### config.mk
export PLATFORM = sky130hd
export DESIGN_NAME = animated_sprite_blob_flat
export DESIGN_NICKNAME = d
export VERILOG_FILES = /design/src/rtl/animated_sprite_blob_pkg.sv /design/src/rtl/animated_sprite_blob_if.sv /design/src/rtl/animated_sprite_blob_palette.sv /design/src/rtl/animated_sprite_blob.sv /design/src/flat_wrapper.sv
export SDC_FILE = /design/constraint.sdc
export NUM_CORES = 1
export LEC_CHECK = 0
export ABC_CLOCK_PERIOD_IN_PS = 6500
export CAP_MARGIN = 5
export CORE_AREA = 2 2 141 143
export CTS_BUF_LIST = sky130_fd_sc_hd__clkbuf_16
export CTS_CLUSTER_DIAMETER = 60
export DETAILED_ROUTE_END_ITERATION = 16
export DIE_AREA = 0 0 143 145
export DONT_BUFFER_PORTS = 1
export HOLD_SLACK_MARGIN = 0.06
export PLACE_DENSITY = 0.77
export SLEW_MARGIN = 0
export SYNTH_ARGS = -nofsm -noshare
export SYNTH_HDL_FRONTEND = slang
export SYNTH_SLANG_ARGS = --single-unit
### constraint.sdc
create_clock -name pixel_clk -period 6.5 [get_ports pixel_clk]
set_input_delay 0.65 -clock pixel_clk [delete_from_list [all_inputs] [get_ports pixel_clk]]
set_output_delay 0.65 -clock pixel_clk [all_outputs]
set_load 0.03 [all_outputs]
### src/rtl/animated_sprite_blob_pkg.sv
// Shared types and helpers for the animated sprite overlay.
package sprite_pkg;

    typedef logic [23:0] rgb_t;

    localparam rgb_t RGB_BLACK = 24'h000000;

    // Linear ROM address of a sprite pixel: images are stored back to back,
    // each one row-major.
    function automatic int sprite_addr(input int frame, input int row, input int col,
                                       input int width, input int height);
        return frame * width * height + row * width + col;
    endfunction

endpackage

### src/rtl/animated_sprite_blob_if.sv
// Bus bundle of the sprite block: ROM read port, palette write port and
// the pixel output toward the display mux.
interface animated_sprite_blob_if #(
    parameter int ADDR_W = 15,
    parameter int BPP    = 2
);
    import sprite_pkg::*;

    logic [ADDR_W-1:0] rom_addr;
    logic [BPP-1:0]    rom_data;
    logic              pal_we;
    logic [BPP-1:0]    pal_idx;
    rgb_t              pal_rgb;
    rgb_t              pixel;
    logic              pixel_valid;

    modport master (
        output rom_data, pal_we, pal_idx, pal_rgb,
        input  rom_addr, pixel, pixel_valid
    );

    modport slave (
        input  rom_data, pal_we, pal_idx, pal_rgb,
        output rom_addr, pixel, pixel_valid
    );

endinterface

### src/rtl/animated_sprite_blob_palette.sv
// 2^BPP-entry RGB palette: synchronous write, registered read. A read of
// the index being written in the same cycle returns the old colour.
module sprite_palette
    import sprite_pkg::*;
#(
    parameter int BPP = 2
) (
    input  logic           pixel_clk,
    input  logic           reset,
    input  logic           we,
    input  logic [BPP-1:0] wr_idx,
    input  rgb_t           wr_rgb,
    input  logic [BPP-1:0] rd_idx,
    output rgb_t           rd_rgb
);
    localparam int ENTRIES = 1 << BPP;

    rgb_t mem_q [ENTRIES];
    rgb_t mem_d [ENTRIES];
    rgb_t rd_q;
    rgb_t rd_d;

    generate
        for (genvar gi = 0; gi < ENTRIES; gi++) begin : g_entry
            assign mem_d[gi] = (we && (wr_idx == BPP'(gi))) ? wr_rgb : mem_q[gi];
        end
    endgenerate

    // Lookup uses the pre-write contents of the table.
    always_comb begin
        rd_d = mem_q[rd_idx];
    end

    // Palette storage and read register; reset blanks every entry.
    always_ff @(posedge pixel_clk) begin
        if (reset) begin
            for (int i = 0; i < ENTRIES; i++) begin
                mem_q[i] <= RGB_BLACK;
            end
            rd_q <= RGB_BLACK;
        end else begin
            for (int i = 0; i < ENTRIES; i++) begin
                mem_q[i] <= mem_d[i];
            end
            rd_q <= rd_d;
        end
    end

    assign rd_rgb = rd_q;

endmodule

### src/rtl/animated_sprite_blob.sv
// Animated sprite overlay: hit test against a frame-latched position,
// ROM address generation, hit pipeline matched to the ROM latency and a
// palette lookup. Output lags hcount/vcount by ROM_LAT+2 cycles.
// Optional macro SPRITE_MIRROR_EN adds a frame-latched horizontal flip.
module animated_sprite_blob
    import sprite_pkg::*;
#(
    parameter int WIDTH           = 110,
    parameter int HEIGHT          = 59,
    parameter int FRAMES          = 4,
    parameter int BPP             = 2,
    parameter int ADDR_W          = 15,
    parameter int ROM_LAT         = 1,
    parameter int FRAME_HOLD      = 8,
    parameter int TRANSPARENT_IDX = 0
) (
    input  logic        pixel_clk,
    input  logic        reset,
    input  logic [10:0] x,
    input  logic [9:0]  y,
    input  logic [10:0] hcount,
    input  logic [9:0]  vcount,
    input  logic        vsync,
    input  logic        anim_en,
`ifdef SPRITE_MIRROR_EN
    input  logic        mirror,
`endif
    animated_sprite_blob_if.slave bus
);
    localparam int FRAME_W = (FRAMES > 1) ? $clog2(FRAMES) : 1;
    localparam int HOLD_W  = (FRAME_HOLD > 1) ? $clog2(FRAME_HOLD) : 1;

    logic               vsync_prev_q, vsync_prev_d;
    logic               armed_q, armed_d;
    logic [10:0]        xl_q, xl_d;
    logic [9:0]         yl_q, yl_d;
    logic [FRAME_W-1:0] frame_q, frame_d;
    logic [HOLD_W-1:0]  hold_q, hold_d;
    logic [ADDR_W-1:0]  addr_q, addr_d;
    logic [ROM_LAT:0]   hit_q, hit_d;
    logic               valid_q, valid_d;
`ifdef SPRITE_MIRROR_EN
    logic               mirror_q, mirror_d;
`endif

    logic               vsync_rise;
    logic               hit;
    logic [11:0]        x_end;
    logic [10:0]        y_end;
    logic [10:0]        col_off;
    logic [10:0]        col;
    logic [9:0]         row;
    rgb_t               pal_rd;

    // Frame boundary: latch position (tear-free) and step the animation.
    always_comb begin
        vsync_rise   = vsync && !vsync_prev_q;
        vsync_prev_d = vsync;
        armed_d      = armed_q;
        xl_d         = xl_q;
        yl_d         = yl_q;
        frame_d      = frame_q;
        hold_d       = hold_q;
`ifdef SPRITE_MIRROR_EN
        mirror_d     = mirror_q;
`endif
        if (vsync_rise) begin
            armed_d = 1'b1;
            xl_d    = x;
            yl_d    = y;
`ifdef SPRITE_MIRROR_EN
            mirror_d = mirror;
`endif
            if (anim_en) begin
                if (hold_q == HOLD_W'(FRAME_HOLD - 1)) begin
                    hold_d  = '0;
                    frame_d = (frame_q == FRAME_W'(FRAMES - 1)) ? '0 : frame_q + 1'b1;
                end else begin
                    hold_d = hold_q + 1'b1;
                end
            end
        end
    end

    // Hit test with one extra bit on the far edges so an overhanging
    // sprite clips at the raster edge instead of wrapping to column 0.
    always_comb begin
        x_end   = {1'b0, xl_q} + 12'(WIDTH);
        y_end   = {1'b0, yl_q} + 11'(HEIGHT);
        hit     = armed_q
                && (hcount >= xl_q) && ({1'b0, hcount} < x_end)
                && (vcount >= yl_q) && ({1'b0, vcount} < y_end);
        col_off = hcount - xl_q;
        row     = vcount - yl_q;
`ifdef SPRITE_MIRROR_EN
        col     = mirror_q ? (11'(WIDTH - 1) - col_off) : col_off;
`else
        col     = col_off;
`endif
        addr_d  = hit ? ADDR_W'(sprite_addr(32'(frame_q), 32'(row), 32'(col), WIDTH, HEIGHT))
                      : addr_q;
        valid_d = hit_q[ROM_LAT] && (bus.rom_data != BPP'(TRANSPARENT_IDX));
    end

    // Hit flag travels alongside the ROM request, one stage per cycle.
    generate
        for (genvar gi = 0; gi <= ROM_LAT; gi++) begin : g_hit_pipe
            if (gi == 0) begin : g_first
                assign hit_d[gi] = hit;
            end else begin : g_rest
                assign hit_d[gi] = hit_q[gi-1];
            end
        end
    endgenerate

    // State registers.
    always_ff @(posedge pixel_clk) begin
        if (reset) begin
            vsync_prev_q <= 1'b0;
            armed_q      <= 1'b0;
            xl_q         <= '0;
            yl_q         <= '0;
            frame_q      <= '0;
            hold_q       <= '0;
            addr_q       <= '0;
            hit_q        <= '0;
            valid_q      <= 1'b0;
`ifdef SPRITE_MIRROR_EN
            mirror_q     <= 1'b0;
`endif
        end else begin
            vsync_prev_q <= vsync_prev_d;
            armed_q      <= armed_d;
            xl_q         <= xl_d;
            yl_q         <= yl_d;
            frame_q      <= frame_d;
            hold_q       <= hold_d;
            addr_q       <= addr_d;
            hit_q        <= hit_d;
            valid_q      <= valid_d;
`ifdef SPRITE_MIRROR_EN
            mirror_q     <= mirror_d;
`endif
        end
    end

    sprite_palette #(.BPP(BPP)) u_palette (
        .pixel_clk (pixel_clk),
        .reset     (reset),
        .we        (bus.pal_we),
        .wr_idx    (bus.pal_idx),
        .wr_rgb    (bus.pal_rgb),
        .rd_idx    (bus.rom_data),
        .rd_rgb    (pal_rd)
    );

    assign bus.rom_addr    = addr_q;
    assign bus.pixel_valid = valid_q;
    assign bus.pixel       = valid_q ? pal_rd : RGB_BLACK;

endmodule

### src/flat_wrapper.sv
// flat-port wrapper written by rule: the top's interface ports become plain ports
module animated_sprite_blob_flat import sprite_pkg::*;
#(
    parameter int WIDTH           = 110,
    parameter int HEIGHT          = 59,
    parameter int FRAMES          = 4,
    parameter int BPP             = 2,
    parameter int ADDR_W          = 15,
    parameter int ROM_LAT         = 1,
    parameter int FRAME_HOLD      = 8,
    parameter int TRANSPARENT_IDX = 0
)
  (pixel_clk, reset, x, y, hcount, vcount, vsync, anim_en, bus_rom_data, bus_pal_we, bus_pal_idx, bus_pal_rgb, bus_rom_addr, bus_pixel, bus_pixel_valid);
  animated_sprite_blob_if #(.ADDR_W(ADDR_W), .BPP(BPP)) bus_i ();
  input  logic pixel_clk;
  input  logic reset;
  input  logic [10:0] x;
  input  logic [9:0] y;
  input  logic [10:0] hcount;
  input  logic [9:0] vcount;
  input  logic vsync;
  input  logic anim_en;
  input wire logic [$bits(bus_i.rom_data)-1:0] bus_rom_data;
  input wire logic [$bits(bus_i.pal_we)-1:0] bus_pal_we;
  input wire logic [$bits(bus_i.pal_idx)-1:0] bus_pal_idx;
  input wire logic [$bits(bus_i.pal_rgb)-1:0] bus_pal_rgb;
  output wire logic [$bits(bus_i.rom_addr)-1:0] bus_rom_addr;
  output wire logic [$bits(bus_i.pixel)-1:0] bus_pixel;
  output wire logic [$bits(bus_i.pixel_valid)-1:0] bus_pixel_valid;
  assign bus_i.rom_data = bus_rom_data;
  assign bus_i.pal_we = bus_pal_we;
  assign bus_i.pal_idx = bus_pal_idx;
  assign bus_i.pal_rgb = bus_pal_rgb;
  assign bus_rom_addr = bus_i.rom_addr;
  assign bus_pixel = bus_i.pixel;
  assign bus_pixel_valid = bus_i.pixel_valid;
  animated_sprite_blob #(.WIDTH(WIDTH), .HEIGHT(HEIGHT), .FRAMES(FRAMES), .BPP(BPP), .ADDR_W(ADDR_W), .ROM_LAT(ROM_LAT), .FRAME_HOLD(FRAME_HOLD), .TRANSPARENT_IDX(TRANSPARENT_IDX)) u_core (.pixel_clk(pixel_clk), .reset(reset), .x(x), .y(y), .hcount(hcount), .vcount(vcount), .vsync(vsync), .anim_en(anim_en), .bus(bus_i));
endmodule
### The metal 1 layer, run 1

Drawn at 2 px/µm. Supply wires on this layer in gray.
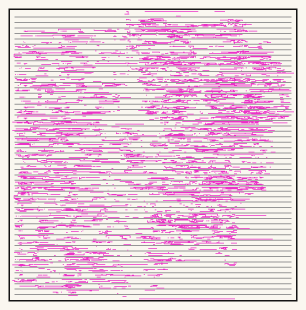
longest straight run: 47.8 µm
main direction: horizontal
wire length on this layer: 8520 µm
nets with wire on the layer: 1140
met1 Resource Use GR: 0.246
wire length after detailed routing: 21.4 mm

### Signal wires by layer, run 1

Drawn at 2 px/µm. Only two layers are drawn.
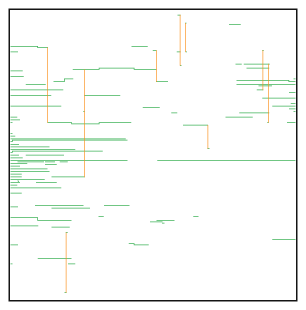
legend:
  green:
    layer: metal 3
    wire_length: 1170 µm
  orange:
    layer: metal 4
    wire_length: 237 µm
routed wire length per instance: 16.9 µm
total number of vias: 6850
total global-route track usage: 0.211

==> Changelog: implementation, run 1 <==
## Flow update

- Number of warning messages in the yosys log: 0
- Cell area power density: approximately 600 nW/µm²
- Sequential share of the synthesized area: 0.410
- Area growth from synthesis to layout: 10.6%
- Global-route wire length before repair: between 30 and 40 mm
- Area occupied by registers: around 4300 µm²
- Startpoint class of the critical path: flip-flop
- Dominant logic cell types in the final layout: 121 x sky130_fd_sc_hd__and2_1, 101 x sky130_fd_sc_hd__inv_1, 96 x sky130_fd_sc_hd__edfxtp_1, 87 x sky130_fd_sc_hd__ha_1, 69 x sky130_fd_sc_hd__dfxtp_1
- Post-synth top cells: 121 x sky130_fd_sc_hd__and2_1, 101 x sky130_fd_sc_hd__inv_1, 96 x sky130_fd_sc_hd__edfxtp_1
- Static leakage: ~4.7 nW
- Mapped Area: 10400 µm²
- Post-layout util: 0.601
- Stage-log warning count: 31
- Die footprint: 20700 µm²
- Placed wire-length estimate: 15.8 mm
- Reg-to-reg setup timing slack: 0.22 ns
- Req. time, crit path: 6.83 ns
- Top register by number of flip-flops: u_core.u_palette.mem_q
- Logic cell area: 5720 µm²
- Count of clock buffers in the final design: 17
- Gr ovfl total: 0
- Sequential fraction of total cell area: 0.371
- Critical path depth: 32
- Cell with the largest stage delay on the worst path: sky130_fd_sc_hd__fa_1
- Number of hold buffers added after CTS: 0
- Top Family by Delay on Critical Path: adder cells
- Number of cells produced by synthesis: between 900 and 1000
- Non-Clock Inverter Count: about 100
- Top cell by count, worst path: sky130_fd_sc_hd__inv_1
- Number of fill cells: 1574
- Hold worst-path end: u_core.u_palette.rd_rgb[1]
- Count of sequential standard cells: around 170
- Area of the core: 19200 µm²
- Die height: between 100 and 150 µm
- Non-Clock Buffer Count: 33
- Top cell type by instance count after synthesis: sky130_fd_sc_hd__and2_1
- Cell total in the yosys stat output: 973
- Clock latency on the worst-skew pair: roughly 0.43 ns
- Slew margin rel.: 0.335
- Max Slew Vio Count: 0
- Slew at the pin with the worst max-slew slack: between 0.9 and 1 ns
- Total of buffers placed on input and output ports: 0
- Top_reg_cell synth: sky130_fd_sc_hd__edfxtp_1
- Floorplan die width: between 100 and 150 µm
- Final hold viol count: 0
- Post-placement setup slack: -0.0623 ns
- Run status: finished clean
- Yosys cell types: ~65
- Number of diodes added for antenna fixing: 0
- Flip-flop count of the largest register, all copies and words added: 96
- Clock buffer depth: 2
- Highest-count logic cell in the final layout: sky130_fd_sc_hd__and2_1
- Time the final worst path needs with I/O delays and setup: 6.28 ns
- Worst setup path start: u_core.yl_q[1]
- Pin count of the biggest net entering global routing: 76
- Num ports: between 100 and 150
- Timing-limited maximum frequency: ~160 MHz
- Post-synthesis register bit count: around 170
- TritonCTS clock tree: yes
- PnR Total Power: 6.93 mW
- Endpoint arrival time on the critical path: 6.61 ns
- Start-to-end type of the worst setup path: flip-flop to flip-flop
- CP max FO: 4
- Initial antenna violation count: 0
- Instance count along the most critical hold path: 1
- Number of CTS-inserted buffers: 17
- Clk pin slew, worst setup/hold paths: about 0.07 ns
- Buffer-and-inverter tally for the worst setup path: 7
- Final setup violating endpoints: 0
- Total number of H-tree levels: 4
- Clock root cell: sky130_fd_sc_hd__clkbuf_16
- First DRT Iteration DRCs: 248
- Cell taking the most area after synthesis: sky130_fd_sc_hd__edfxtp_1
- Number of clock sinks: between 150 and 200
- TAP cells: 265
- Launch point of the worst hold path: reset
- Number of cells on the worst reg-to-reg path: 32
- Clock Skews: between 0.015 and 0.02 ns
- Number of nets in the layout: 1191
- Detailed-routing iteration count for the pre-antenna-repair pass: 4
- Buffer share of cell area: 0.0215
- Total of max-cap violations: 0
- VDD IR-drop max: 0.760 mV
- Delay of the slowest critical-path stage: 0.55 ns
### A small window of the routed layout, run 1

Region (56, 86) to (86, 116) µm. Cells in gray, sequential cells in the stronger gray; small squares are vias.
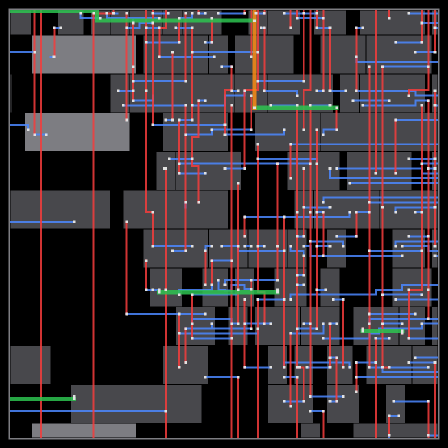
legend:
  blue:
    layer: metal 1
  orange:
    layer: metal 4
  red:
    layer: metal 2
  green:
    layer: metal 3
cells with their middle in the window: 63
netlist names of flops here include: u_core.xl_q (2)
most frequent: ha_1 (10), inv_1 (9)
sequential cells in the window: 2

## run 1: worst max-delay path by stage
| stage | end | slack [ns] |
|---|---|---|
| 2_1_floorplan | u_core.bus.rom_addr[13] | 0.02 |
| 3_3_place_gp | u_core.bus.rom_addr[13] | 0.08 |
| 3_5_place_dp | u_core.bus.rom_addr[13] | -0.06 |
| 4_1_cts | u_core.bus.rom_addr[13] | 0.16 |
| 5_1_grt | u_core.bus.rom_addr[14] | -0.05 |
| 6_report | u_core.bus.rom_addr[12] | 0.22 |
## run 1: what timing repair did
action,CTS,global route
buffers inserted,0,5
endpoints found under the hold margin,0,0
resized,0,13
setup endpoints to repair,0,4
## run 1: kinds of logic after synthesis
group / share of synthesized area
xor+xnor: 0.0452
buf+inv: 0.0499
fa+ha+maj: 0.172
compound gates: 0.0930
flops: 0.410
simple gates: 0.167
mux: 0.0623
## run 1: report_power, final
part / leakage (nW) / internal (mW) / switching [mW]
clock network: 0.275 / 0.512 / 0.459
logic: 2.92 / 2.30 / 2.42
registers: 1.52 / 1.19 / 0.0487
## run 1: routing by layer
metal,global-route usage,up-vias,share of wire
met5,0,-,0
met4,0.0515,0,0.011
met3,0.0578,22,0.055
met2,0.379,137,0.54
met1,0.246,3330,0.40
li1,-,3361,-
## run 1: through the flow
step / cell area, µm² / TNS [ns] / std cells
final: 11500 / 0 / 1271
after global routing: 11500 / -0.0679 / 1271
after CTS: 11400 / 0 / 1266
after detailed placement: 10900 / -0.0985 / 1234
after global placement: 10900 / 0 / 1234
after floorplan: 10400 / 0 / 973
### Selected gate families, run 1

Drawn at 3 px/µm.
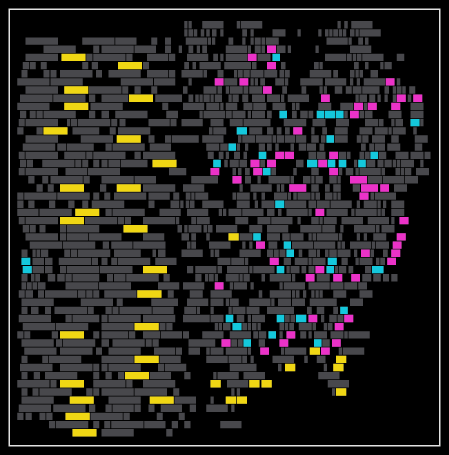

==> run 2, diff against run 1 <==
--- a/config.mk
+++ b/config.mk
@@ -15,7 +15,9 @@
 export DONT_BUFFER_PORTS = 1
 export HOLD_SLACK_MARGIN = 0.06
 export PLACE_DENSITY = 0.77
+export RECOVER_POWER = 100
 export SLEW_MARGIN = 0
 export SYNTH_ARGS = -nofsm -noshare
 export SYNTH_HDL_FRONTEND = slang
+export SYNTH_HIERARCHICAL = 1
 export SYNTH_SLANG_ARGS = --single-unit
### Selected gate families, run 2

Drawn at 3 px/µm.
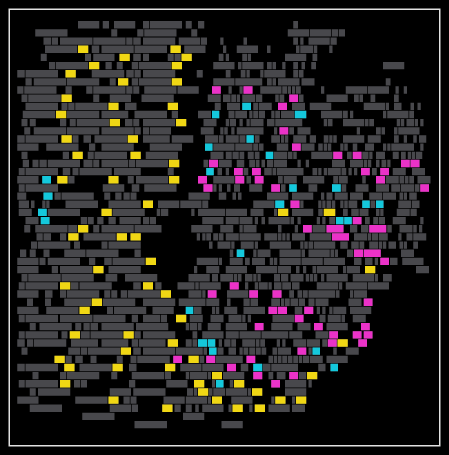
legend:
  yellow:
    family: multiplexers
    cells: 64
    most_used: mux2i_1
  cyan:
    family: AND-OR and OR-AND gates
    cells: 27
    most_used: a21o_1
  magenta:
    family: XOR/XNOR gates
    cells: 56
    most_used: xnor2_1
multi-input gate share of total cell area: 0.496
highest-count logic cell in the final layout: sky130_fd_sc_hd__edfxtp_1
fin cells: 1266

### The metal 1 layer, run 2

Drawn at 2 px/µm. Supply wires on this layer in gray.
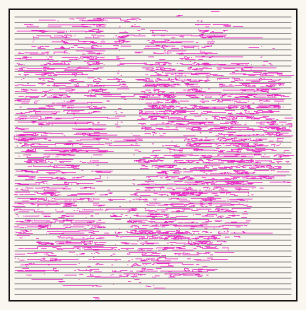
nets with wire on the layer: 1135
share of all routed wire: 40%
longest straight run: 57.0 µm
wire length on this layer: 8940 µm
main direction: horizontal
met1 Resource Use GR: 0.259
total number of vias: 6895
wire length after detailed routing: 22.3 mm

### Signal wires by layer, run 2

Drawn at 2 px/µm. Only two layers are drawn.
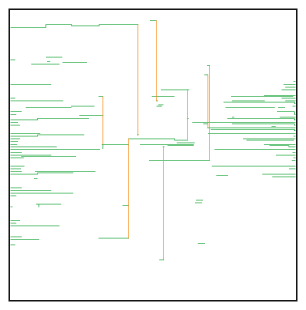
legend:
  orange:
    layer: metal 4
    wire_length: 324 µm
  green:
    layer: metal 3
    wire_length: 1480 µm
total global-route track usage: 0.217
routed wire length per instance: 17.6 µm

==> run 2 against run 1 <==
Effect of this change:
- the run now ends with max-capacitance violations, max-slew violations left
- register-to-register slack better by 0.04 ns
- clock skew is 0.0064 ns lower
- core utilization is 1.3 points lower
- final cell count is 0.39% lower
- largest cell class unchanged
- highest routed layer unchanged
==> Changelog: implementation, run 2 <==
## Flow update

- Number of clock sinks: 166 (unchanged)
- Post-layout instance area: 11300 µm² (-2.1%)
- Post-synth top cells: 99 x sky130_fd_sc_hd__and2_1, 96 x sky130_fd_sc_hd__edfxtp_1, 90 x sky130_fd_sc_hd__ha_1
- Power dissipated in combinational cells: 4.56 mW (-3%)
- Cell with the largest stage delay on the worst path: sky130_fd_sc_hd__fa_1
- Power in the clock group: 1.01 mW (+4%)
- Final setup violating endpoints: 0 (unchanged)
- Total number of H-tree levels: 4 (unchanged)
- Clock buffer depth: 2 (unchanged)
- Die height: 145 µm (unchanged)
- Violations in the final reports: max-capacitance violations, max-slew violations
- Gr ovfl total: 0 (unchanged)
- Start-to-end type of the worst setup path: flip-flop to flip-flop
- Static leakage: 4.79 nW (+1.5%)
- Area growth from synthesis to layout: 9.13%
- Seq power: 1.25 mW (about the same)
- Initial antenna violation count: 0 (unchanged)
- Placed cell count: 1233 (-0.081%)
- Cell total in the yosys stat output: 985 (+1.2%)
- Area occupied by registers: 4290 µm² (unchanged)
- Instance count along the most critical hold path: 1 (unchanged)
- Top_reg_cell synth: sky130_fd_sc_hd__edfxtp_1
- Total of max-cap violations: 1 (+1)
- Startpoint class of the critical path: flip-flop
- Cell taking the most area after synthesis: sky130_fd_sc_hd__edfxtp_1
- Yosys cell types: 58 (-11%)
- Floorplan die width: 143 µm (unchanged)
- Die footprint: 20700 µm² (unchanged)
- Sequential share of the synthesized area: 0.414 (+0.00327)
- Delay of the slowest critical-path stage: 0.54 ns (about the same)
- TritonCTS clock tree: yes
- Stage-log warning count: 32 (+3.2%)
- Post-layout util: 0.588 (-0.0127)
- Number of fill cells: 1613 (+2.5%)
- Endpoint arrival time on the critical path: 6.61 ns (about the same)
- M2 GR Usage: 0.386 (+0.00694)
- Req. time, crit path: 6.86 ns (+0.03 ns)
- Time the final worst path needs with I/O delays and setup: 6.24 ns (-0.0366 ns)
- Clock root cell: sky130_fd_sc_hd__clkbuf_16
- Placed Area: 10600 µm² (-2.1%)
- Number of CTS-inserted buffers: 17 (unchanged)
- Hold worst-path end: u_core/frame_q[1]
- Area of the core: 19200 µm² (unchanged)
- Number of warning messages in the yosys log: 6 (+6)
- Post-placement setup slack: -0.200 ns (-0.138 ns)
- Cell area power density: 604 nW/µm² (+0.60%)
- Num ports: 115 (unchanged)
- Final hold viol count: 0 (unchanged)
- Slew margin rel.: -0.127 (-0.462)
- Reg-to-reg setup timing slack: 0.26 ns (+0.04 ns)
- Mapped Area: 10400 µm² (-0.79%)
- Dominant power group: combinational logic
- Timing-limited maximum frequency: 160 MHz (+0.59%)
- Logic cell area: 5610 µm² (-2.0%)
- Met3 demand-to-capacity share in global routing: 0.0571 (-0.000660)
- PnR Total Power: 6.83 mW (-1.5%)
- Number of hold buffers added after CTS: 0 (unchanged)
- Post-synthesis register bit count: 166 (unchanged)
- VDD IR-drop max: 0.792 mV (+4.2%)
- Clk network pwr share: 0.148 (+0.008)
- Flip-flop count of the largest register, all copies and words added: 96 (unchanged)
- Max Slew Vio Count: 27 (+27)
- Clock latency on the worst-skew pair: 0.42 ns (about the same)
- Clock Skews: 0.00883 ns (-0.00639 ns)
- Number of diodes added for antenna fixing: 0 (unchanged)
- Top cell type by instance count after synthesis: sky130_fd_sc_hd__and2_1
- Logic gate share of total power: 0.668 (-0.014)
- Number of cells produced by synthesis: 985 (+1.2%)
- Dominant logic cell types in the final layout: 96 x sky130_fd_sc_hd__edfxtp_1, 88 x sky130_fd_sc_hd__inv_1, 87 x sky130_fd_sc_hd__ha_1, 69 x sky130_fd_sc_hd__dfxtp_1, 63 x sky130_fd_sc_hd__mux2i_1
- Run status: finished with violations
- Net Sw Frac: 0.420 (-0.00303)
- Total of buffers placed on input and output ports: 0 (unchanged)
- Top register by number of flip-flops: u_core/u_palette/mem_q
- Pin count of the biggest net entering global routing: 57 (-25%)
- Detailed-routing iteration count for the pre-antenna-repair pass: 7 (+3)
==> run 2: timing repair <==
action / in CTS / in global routing
pin swaps: 0 / 4
cloned: 0 / 0
gates resized: 1 / 19
endpoints found under the setup margin: 1 / 4
setup buffers: 0 / 1
==> run 2: cell families (layout without fill, tap and decap cells) <==
group,Yosys count,count (layout),synth area share
buf+inv,125,141,0.0529
flops,166,166,0.414
xor+xnor,56,56,0.0474
mux,64,64,0.0620
fa+ha+maj,125,125,0.176
simple gates,302,302,0.160
compound gates,147,147,0.0881
==> run 2: critical path: cells and delay by family (launching register included) <==
family          cells  cell delay, ns
flops               1            0.34
compound gates      6            1.10
buf+inv             4            0.33
mux                 1            0.08
fa+ha+maj           8            3.24
simple gates        5            0.56
xor+xnor            3            0.52
==> run 2: layout make-up <==
type | instances | share of cell area
flip-flops and latches | 166 | 0.379
clock inverters | 15 | 0.0155
multi-input cells | 694 | 0.496
repair buffers | 21 | 0.0130
inverters | 88 | 0.0292
clock buffers | 17 | 0.0376
well taps | 265 | 0.0293
==> run 2: worst max path at each step <==
stage	from	endpoint	slack, ns	cells after the start
after floorplan	vcount[0]	u_core/bus.rom_addr[13]	0.09	28
after global placement	vcount[1]	u_core/bus.rom_addr[13]	-0.04	27
after detailed placement	vcount[1]	u_core/bus.rom_addr[13]	-0.20	27
after CTS	u_core/yl_q[1]	u_core/bus.rom_addr[13]	0.13	28
after global routing	u_core/yl_q[0]	u_core/bus.rom_addr[13]	-0.07	27
final	u_core/yl_q[0]	u_core/bus.rom_addr[13]	0.26	27
==> run 2: per-layer routing <==
metal / wire length (µm) / vias up
li1: - / 3372
met1: 8940 / 3360
met2: 11600 / 142
met3: 1480 / 21
met4: 324 / 0
met5: 0 / -
No activity file was given, so power comes from the tool's default toggle rates.
